==> src/rtl/instruction_fetch.sv <==
// Fetch stage: reads instruction words at the PC, resolves local BR branches, accepts execute redirects,
// and presents fetched words to decode through a valid/ready handshake.
module instruction_fetch #(
    parameter logic [6:0]  BR_OPCODE = 7'b1100000,
    parameter logic [15:0] HALT_WORD = 16'hFFFF,
    parameter int unsigned MAX_WAIT  = 15
) (
    input  logic        Clock,
    input  logic        Reset,
    input  logic [15:0] PcValue,
    output logic        PcLoadEnable,
    output logic [15:0] PcLoadValue,
    output logic        PcOffsetEnable,
    output logic [8:0]  PcOffset,
    output logic [15:0] MemAddr,
    output logic        MemReq,
    input  logic        MemAck,
    input  logic [15:0] MemData,
    output logic [15:0] Instr,
    output logic [15:0] InstrPc,
    output logic        InstrValid,
    input  logic        DecodeReady,
    input  logic        BranchTaken,
    input  logic [15:0] BranchTarget,
    output logic        FetchError
);

    localparam int unsigned WORD_W = 16;
    localparam int unsigned CNT_W  = 8;

    typedef enum logic [1:0] {
        S_IDLE,
        S_REQ,
        S_HOLD,
        S_HALTED
    } state_t;

    state_t              state, state_nxt;
    logic [CNT_W-1:0]    wait_cnt, wait_cnt_nxt;
    logic [WORD_W-1:0]   instr_nxt, instr_pc_nxt;
    logic                instr_valid_nxt, fetch_error_nxt;

    assign MemAddr = PcValue;

    // State and output registers
    always_ff @(posedge Clock) begin
        if (Reset) begin
            state      <= S_IDLE;
            wait_cnt   <= '0;
            Instr      <= '0;
            InstrPc    <= '0;
            InstrValid <= 1'b0;
            FetchError <= 1'b0;
        end else begin
            state      <= state_nxt;
            wait_cnt   <= wait_cnt_nxt;
            Instr      <= instr_nxt;
            InstrPc    <= instr_pc_nxt;
            InstrValid <= instr_valid_nxt;
            FetchError <= fetch_error_nxt;
        end
    end

    // Next-state, PC control and memory request
    always_comb begin
        state_nxt       = state;
        wait_cnt_nxt    = wait_cnt;
        instr_nxt       = Instr;
        instr_pc_nxt    = InstrPc;
        instr_valid_nxt = InstrValid;
        fetch_error_nxt = FetchError;
        PcLoadEnable    = 1'b0;
        PcLoadValue     = '0;
        PcOffsetEnable  = 1'b0;
        PcOffset        = '0;
        MemReq          = 1'b0;

        case (state)
            S_IDLE: begin
                PcOffsetEnable = 1'b1;
                wait_cnt_nxt   = '0;
                state_nxt      = S_REQ;
            end
            S_REQ: begin
                MemReq = 1'b1;
                if (MemAck) begin
                    if (MemData == HALT_WORD) begin
                        PcOffsetEnable = 1'b1;
                        state_nxt      = S_HALTED;
                    end else if (MemData[15:9] == BR_OPCODE) begin
                        // Local branch: PC applies the signed offset, fetch restarts at the target
                        PcOffsetEnable = 1'b1;
                        PcOffset       = MemData[8:0];
                        wait_cnt_nxt   = '0;
                    end else begin
                        instr_nxt       = MemData;
                        instr_pc_nxt    = PcValue;
                        instr_valid_nxt = 1'b1;
                        state_nxt       = S_HOLD;
                    end
                end else begin
                    PcOffsetEnable = 1'b1;
                    if (wait_cnt >= CNT_W'(MAX_WAIT - 1)) begin
                        fetch_error_nxt = 1'b1;
                        state_nxt       = S_HALTED;
                    end else begin
                        wait_cnt_nxt = wait_cnt + CNT_W'(1);
                    end
                end
            end
            S_HOLD: begin
                PcOffsetEnable = 1'b1;
                if (DecodeReady) begin
                    instr_valid_nxt = 1'b0;
                    wait_cnt_nxt    = '0;
                    state_nxt       = S_REQ;
                end
            end
            S_HALTED: begin
                PcOffsetEnable  = 1'b1;
                instr_valid_nxt = 1'b0;
            end
            default: begin
                state_nxt = S_IDLE;
            end
        endcase

        // Execute redirect wins over everything except reset and the IDLE start-up cycle
        if (BranchTaken && (state != S_IDLE)) begin
            PcLoadEnable    = 1'b1;
            PcLoadValue     = BranchTarget;
            PcOffsetEnable  = 1'b0;
            PcOffset        = '0;
            instr_nxt       = Instr;
            instr_pc_nxt    = InstrPc;
            instr_valid_nxt = 1'b0;
            fetch_error_nxt = FetchError;
            wait_cnt_nxt    = '0;
            state_nxt       = S_REQ;
        end
    end

endmodule

==> config.mk <==
export PLATFORM = sky130hd
export DESIGN_NAME = instruction_fetch
export DESIGN_NICKNAME = d
export VERILOG_FILES = /design/src/rtl/instruction_fetch.sv
export SDC_FILE = /design/constraint.sdc
export NUM_CORES = 1
export LEC_CHECK = 0
export ABC_AREA = 1
export CORE_MARGIN = 2
export CORE_UTILIZATION = 44
export CTS_BUF_LIST = sky130_fd_sc_hd__clkbuf_4
export DETAILED_ROUTE_END_ITERATION = 10
export PLACE_DENSITY_LB_ADDON = 0.1
export SYNTH_ARGS = -nofsm -noshare
export SYNTH_HDL_FRONTEND = slang
export SYNTH_SLANG_ARGS = --single-unit
==> constraint.sdc <==
create_clock -name Clock -period 2.35 [get_ports Clock]
set_input_delay 0.235 -clock Clock [delete_from_list [all_inputs] [get_ports Clock]]
set_output_delay 0.235 -clock Clock [all_outputs]
set_load 0.005 [all_outputs]
==> summary.rpt, run 1 <==
RUN METRICS
----------------------------------------------------
[Job]
  Max-cap violation count ........................ 0
  Count of warning messages emitted by the tools ........................ 33

[Cells and area]
  Share of cells above drive strength 1 ........................ 0.103
  Seq area share ........................ 0.232
  Area Growth Syn to Fin ........................ 56.4%
  Fraction of the core area covered by cells at the end of the flow ........................ 0.704
  Largest class ........................ non-clock buffers
  Multi-input gate share of the layout cell area ........................ 0.329
  Number of combinational gates with multiple inputs ........................ 254

[Place]
  Placed Instance Area ........................ 3660 um^2
  Placer Congestion ........................ 0.827

[Power and ir drop]
  Ratio of total power to cell area ........................ 828 nW/um^2
  Switching fraction of total power ........................ 0.394
  Power of the clock network ........................ 347 uW
  Seq pwr ........................ 1.08 mW

[Outcome]
  Status ........................ finished, final reports clean

[Hold path]
  WHS Path Cells ........................ 3

[Drt]
  Number of DRC markers after the initial detailed-route iteration ........................ 89
  Highest Signal Layer ........................ met4
  Average wire per standard cell ........................ 12.7 um
  Length of routed met3 wiring ........................ 442 um

[Global route]
  Initial antenna violation count ........................ 0
  Met2 routing resource usage after global routing ........................ 0.409
  Met1 track demand over resource in global routing ........................ 0.257

[Yosys]
  Fraction of synthesized area in multiplexers ........................ 0
  Asr flop ratio synth ........................ 0
  Post-synth area from yosys stat ........................ 2450 um^2
  Post-synthesis sequential element count ........................ 44
  Leading area contributor after synthesis ........................ dfxtp_1
  Dominant combinational family ........................ simple AND/OR/NAND/NOR gates

[Setup path]
  Maximum cell stage delay along the critical path ........................ 0.51 ns
  Launch point of the critical path ........................ MemData[10]
  Crit path buffers/inverters ........................ 2

[Timing]
  Worst hold margin ........................ 0.252 ns
  Max Clock Freq ........................ 0.433 GHz
  Total negative slack for setup checks ........................ 0 ns
  Setup violation total in the final timing report ........................ 0

[Clocking]
  Number of clock sinks seen by CTS ........................ 44
  Clock input transition at the sequential cells of the worst setup and hold paths ........................ 0.13 ns

[Floorplan]
  Initial core utilization ........................ 0.450

----------------------------------------------------
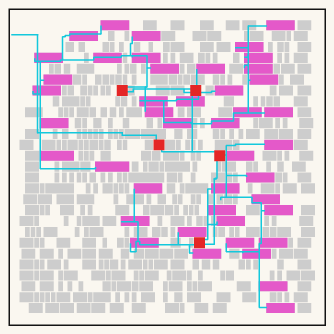
run_1/clk_routes.png
Drawn at 4 px/um.
- clock wires: cyan (length 504 um)
- flip-flops: magenta (count 44)
- clock drivers: red (count 5)
- flops lie: widely spread
portion of total power attributed to the clock network: 0.109
clock latency at the later pin of the worst-skew pair: 0.36 ns

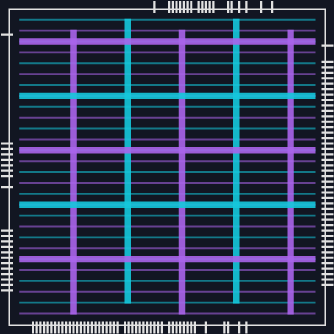
run_1/power_grid.png
Drawn at 4 px/um. Pins as bars on the die edge.
- VDD: cyan
- VSS: purple
- rows: 27
- met5 straps: 5
- met1 rails: 28
- met4 straps: 5
- signal pins: 131
x dimension of the die: 78.6 um
Die Span Y: 78.6 um
standard cell core area: 5440 um^2
worst IR drop on VDD: 0.000552 V

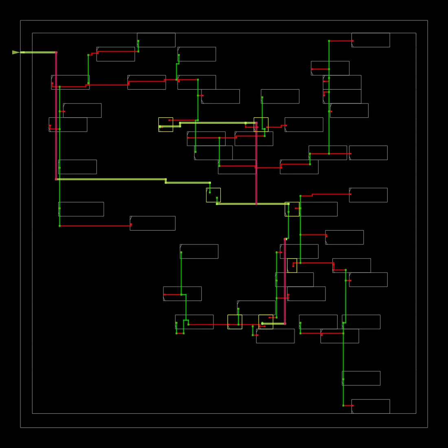
run_1/clocks.png
worst clock skew on the final layout: 0.0140 ns
number of buffers inserted during clock tree synthesis: 5
clock buf count: 5

## Run 2: what changed since run 1
--- a/config.mk
+++ b/config.mk
@@ -6,6 +6,7 @@
 export NUM_CORES = 1
 export LEC_CHECK = 0
 export ABC_AREA = 1
+export ABC_CLOCK_PERIOD_IN_PS = 2350
 export CORE_MARGIN = 2
 export CORE_UTILIZATION = 44
 export CTS_BUF_LIST = sky130_fd_sc_hd__clkbuf_4
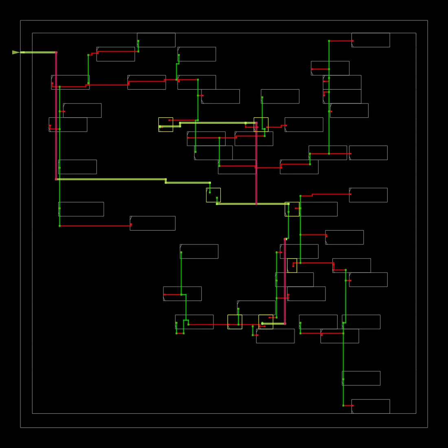
run_2/clocks.png
number of clock sinks seen by CTS: 44
power of the clock network: 347 uW
sequential cell count of the final layout: 44

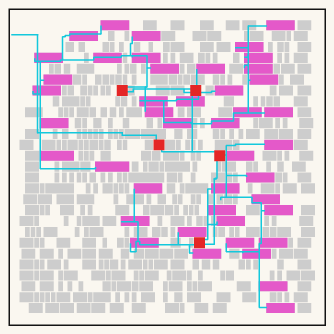
run_2/clk_routes.png
Drawn at 4 px/um.
- clock wires: cyan (length 504 um)
- flip-flops: magenta (count 44)
- clock drivers: red (count 5)
- flops lie: widely spread

==> run 2 against run 1 <==
Net effect:
- hold slack unchanged
- count of clock-buffer cells in the layout unchanged
- flip-flop count unchanged
- cell area unchanged
- largest power group unchanged
- highest routed layer unchanged
==> summary.rpt, run 2 <==
RUN METRICS
----------------------------------------------------
[Outcome]
  Status ........................ finished, final reports clean

[Drt]
  Length of routed met3 wiring ........................ 442 um (unchanged)
  Highest Signal Layer ........................ met4
  Number of DRC markers after the initial detailed-route iteration ........................ 89 (unchanged)
  Total detailed-routing wirelength ........................ 7090 um
  DR pass1 iterations ........................ 4
  Number of design rule violations left after detail routing ........................ 0
  DRT met1 WL ........................ 2860 um

[Place]
  Placed Instance Area ........................ 3660 um^2 (unchanged)
  Placer Congestion ........................ 0.827 (unchanged)

[Cells and area]
  Largest class ........................ non-clock buffers
  Number of combinational gates with multiple inputs ........................ 254 (unchanged)
  Share of cells above drive strength 1 ........................ 0.103 (unchanged)
  Area Growth Syn to Fin ........................ 56.4% (unchanged)
  Fraction of the core area covered by cells at the end of the flow ........................ 0.704 (unchanged)
  Seq area share ........................ 0.232 (unchanged)
  Multi-input gate share of the layout cell area ........................ 0.329 (unchanged)

[Setup path]
  Critical path endpoint ........................ PcOffset[0]
  Maximum cell stage delay along the critical path ........................ 0.51 ns (about the same)
  Crit path buffers/inverters ........................ 2 (unchanged)
  Worst-path fanout max ........................ 5
  Launch point of the critical path ........................ MemData[10]

[Timing]
  Setup violation total in the final timing report ........................ 0 (unchanged)
  Final worst path period need ........................ 2.31 ns
  Worst clock skew on the final layout ........................ 0.0140 ns (unchanged)
  Total negative slack for setup checks ........................ 0 ns (unchanged)
  Worst hold margin ........................ 0.252 ns (unchanged)
  Max Clock Freq ........................ 0.433 GHz (unchanged)

[Clocking]
  Clock input transition at the sequential cells of the worst setup and hold paths ........................ 0.13 ns (about the same)
  Clock latency at the later pin of the worst-skew pair ........................ 0.36 ns (about the same)
  CTS tree ........................ yes
  Number of buffers inserted during clock tree synthesis ........................ 5 (unchanged)

[Global route]
  Global-route wire length before repair ........................ 11100 um
  Met2 routing resource usage after global routing ........................ 0.409 (unchanged)
  Met1 track demand over resource in global routing ........................ 0.257 (unchanged)

[Yosys]
  Fraction of synthesized area in multiplexers ........................ 0 (unchanged)
  XOR/XNOR Fraction of Synth Area ........................ 0
  Post-synth area from yosys stat ........................ 2450 um^2 (unchanged)
  Dominant combinational family ........................ simple AND/OR/NAND/NOR gates
  Leading area contributor after synthesis ........................ dfxtp_1
  Post-synthesis sequential element count ........................ 44 (unchanged)
  Post-synth EDFFs ........................ 0
  Sequential-to-total area share from yosys stat ........................ 0.360
  Asr flop ratio synth ........................ 0 (unchanged)

[Power and ir drop]
  Seq pwr ........................ 1.08 mW (about the same)
  Sequential Power Share ........................ 0.340
  Portion of total power attributed to the clock network ........................ 0.109 (about the same)
  Worst IR drop on VDD ........................ 0.000552 V (unchanged)
  Ratio of total power to cell area ........................ 828 nW/um^2 (unchanged)
  Switching fraction of total power ........................ 0.394 (unchanged)

[Floorplan]
  Count of standard-cell rows ........................ 27
  Die Span Y ........................ 78.6 um (unchanged)
  Initial core utilization ........................ 0.450 (unchanged)
  Standard cell core area ........................ 5440 um^2 (unchanged)
  X dimension of the die ........................ 78.6 um (unchanged)
  Num tapcells ........................ 72

[Job]
  Count of warning messages emitted by the tools ........................ 33 (unchanged)
  Max-cap violation count ........................ 0 (unchanged)

[Hold path]
  WHS Path Cells ........................ 3 (unchanged)

----------------------------------------------------
## Run 3: what changed since run 2
--- a/config.mk
+++ b/config.mk
@@ -12,6 +12,7 @@
 export CTS_BUF_LIST = sky130_fd_sc_hd__clkbuf_4
 export DETAILED_ROUTE_END_ITERATION = 10
 export PLACE_DENSITY_LB_ADDON = 0.1
+export SKIP_CTS_REPAIR_TIMING = 1
 export SYNTH_ARGS = -nofsm -noshare
 export SYNTH_HDL_FRONTEND = slang
 export SYNTH_SLANG_ARGS = --single-unit
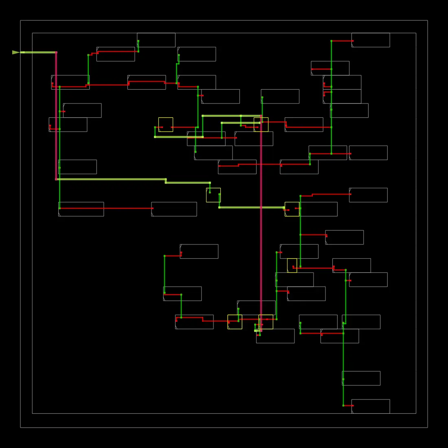
run_3/clocks.png
power of the clock network: 350 uW
clock latency at the later pin of the worst-skew pair: 0.37 ns
worst clock skew on the final layout: 0.0151 ns

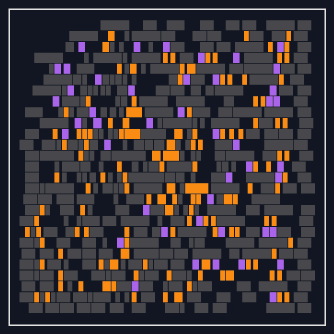
run_3/logic_types.png
Drawn at 4 px/um.
- inverting AOI/OAI gates: purple (cells 45; where widely spread)
- NOR gates: orange (cells 128; where widely spread)
multi-input gate share of the layout cell area: 0.330
count of placed standard cells in the final layout, fillers left out: 556

==> run 3 against run 2 <==
Net effect:
- cell count fell by 0.36%
- largest cell class unchanged
- wire length rose by 0.21%
- first-iteration DRC count rose by 9.0%
- area after synthesis did not move
- hold slack got worse by 0.0067 ns
==> summary.rpt, run 3 <==
RUN METRICS
----------------------------------------------------
[Setup path]
  Crit path buffers/inverters ........................ 3 (+1)
  Critical path endpoint ........................ PcOffset[0]
  Launch point of the critical path ........................ state[1]$_SDFFE_PP0P_
  Worst-path fanout max ........................ 5 (unchanged)
  Maximum cell stage delay along the critical path ........................ 0.52 ns (about the same)

[Cells and area]
  Fraction of the core area covered by cells at the end of the flow ........................ 0.703 (-0.000920)
  Area Growth Syn to Fin ........................ 56.2%
  Largest class ........................ non-clock buffers
  Number of combinational gates with multiple inputs ........................ 254 (unchanged)
  Seq area share ........................ 0.232 (+0.000303)

[Yosys]
  Asr flop ratio synth ........................ 0 (unchanged)
  Dominant combinational family ........................ simple AND/OR/NAND/NOR gates
  XOR/XNOR Fraction of Synth Area ........................ 0 (unchanged)
  Post-synth area from yosys stat ........................ 2450 um^2 (unchanged)
  Fraction of synthesized area in multiplexers ........................ 0 (unchanged)
  Post-synth EDFFs ........................ 0 (unchanged)
  Post-synthesis sequential element count ........................ 44 (unchanged)
  Leading area contributor after synthesis ........................ dfxtp_1

[Hold path]
  WHS Path Cells ........................ 3 (unchanged)
  Hold wc startpoint ........................ MemData[9]

[Timing]
  Worst hold margin ........................ 0.246 ns (-0.00673 ns)
  Final worst path period need ........................ 2.30 ns (-0.0115 ns)
  Total negative slack for setup checks ........................ 0 ns (unchanged)

[Clocking]
  H-Tree Level Count ........................ 2
  Clock input transition at the sequential cells of the worst setup and hold paths ........................ 0.13 ns (about the same)
  CTS tree ........................ yes
  Number of buffers inserted during clock tree synthesis ........................ 5 (unchanged)

[Drt]
  DRT met1 WL ........................ 2910 um (+1.6%)
  Number of DRC markers after the initial detailed-route iteration ........................ 97 (+9.0%)
  DR pass1 iterations ........................ 4 (unchanged)
  Number of design rule violations left after detail routing ........................ 0 (unchanged)
  Length of routed met3 wiring ........................ 425 um (-3.8%)
  Highest Signal Layer ........................ met4

[Global route]
  Met1 track demand over resource in global routing ........................ 0.244 (-0.0127)
  Global-route wire length before repair ........................ 10800 um (-2.8%)
  Met2 routing resource usage after global routing ........................ 0.399 (-0.0103)

[Power and ir drop]
  Sequential Power Share ........................ 0.340 (about the same)
  Worst IR drop on VDD ........................ 0.000583 V (+5.6%)
  Ratio of total power to cell area ........................ 831 nW/um^2 (+0.37%)
  Seq pwr ........................ 1.08 mW (about the same)
  Switching fraction of total power ........................ 0.395 (+0.000795)

[Floorplan]
  Count of standard-cell rows ........................ 27 (unchanged)
  Initial core utilization ........................ 0.450 (unchanged)
  Num tapcells ........................ 72 (unchanged)
  Standard cell core area ........................ 5440 um^2 (unchanged)

[Place]
  Placer Congestion ........................ 0.827 (unchanged)
  Placed Instance Area ........................ 3660 um^2 (unchanged)
  Input/output buffers ........................ 130

[Job]
  Count of warning messages emitted by the tools ........................ 33 (unchanged)

[Outcome]
  Status ........................ finished, final reports clean

----------------------------------------------------
Power figures rest on the tool's default switching activity, not on a simulated workload.
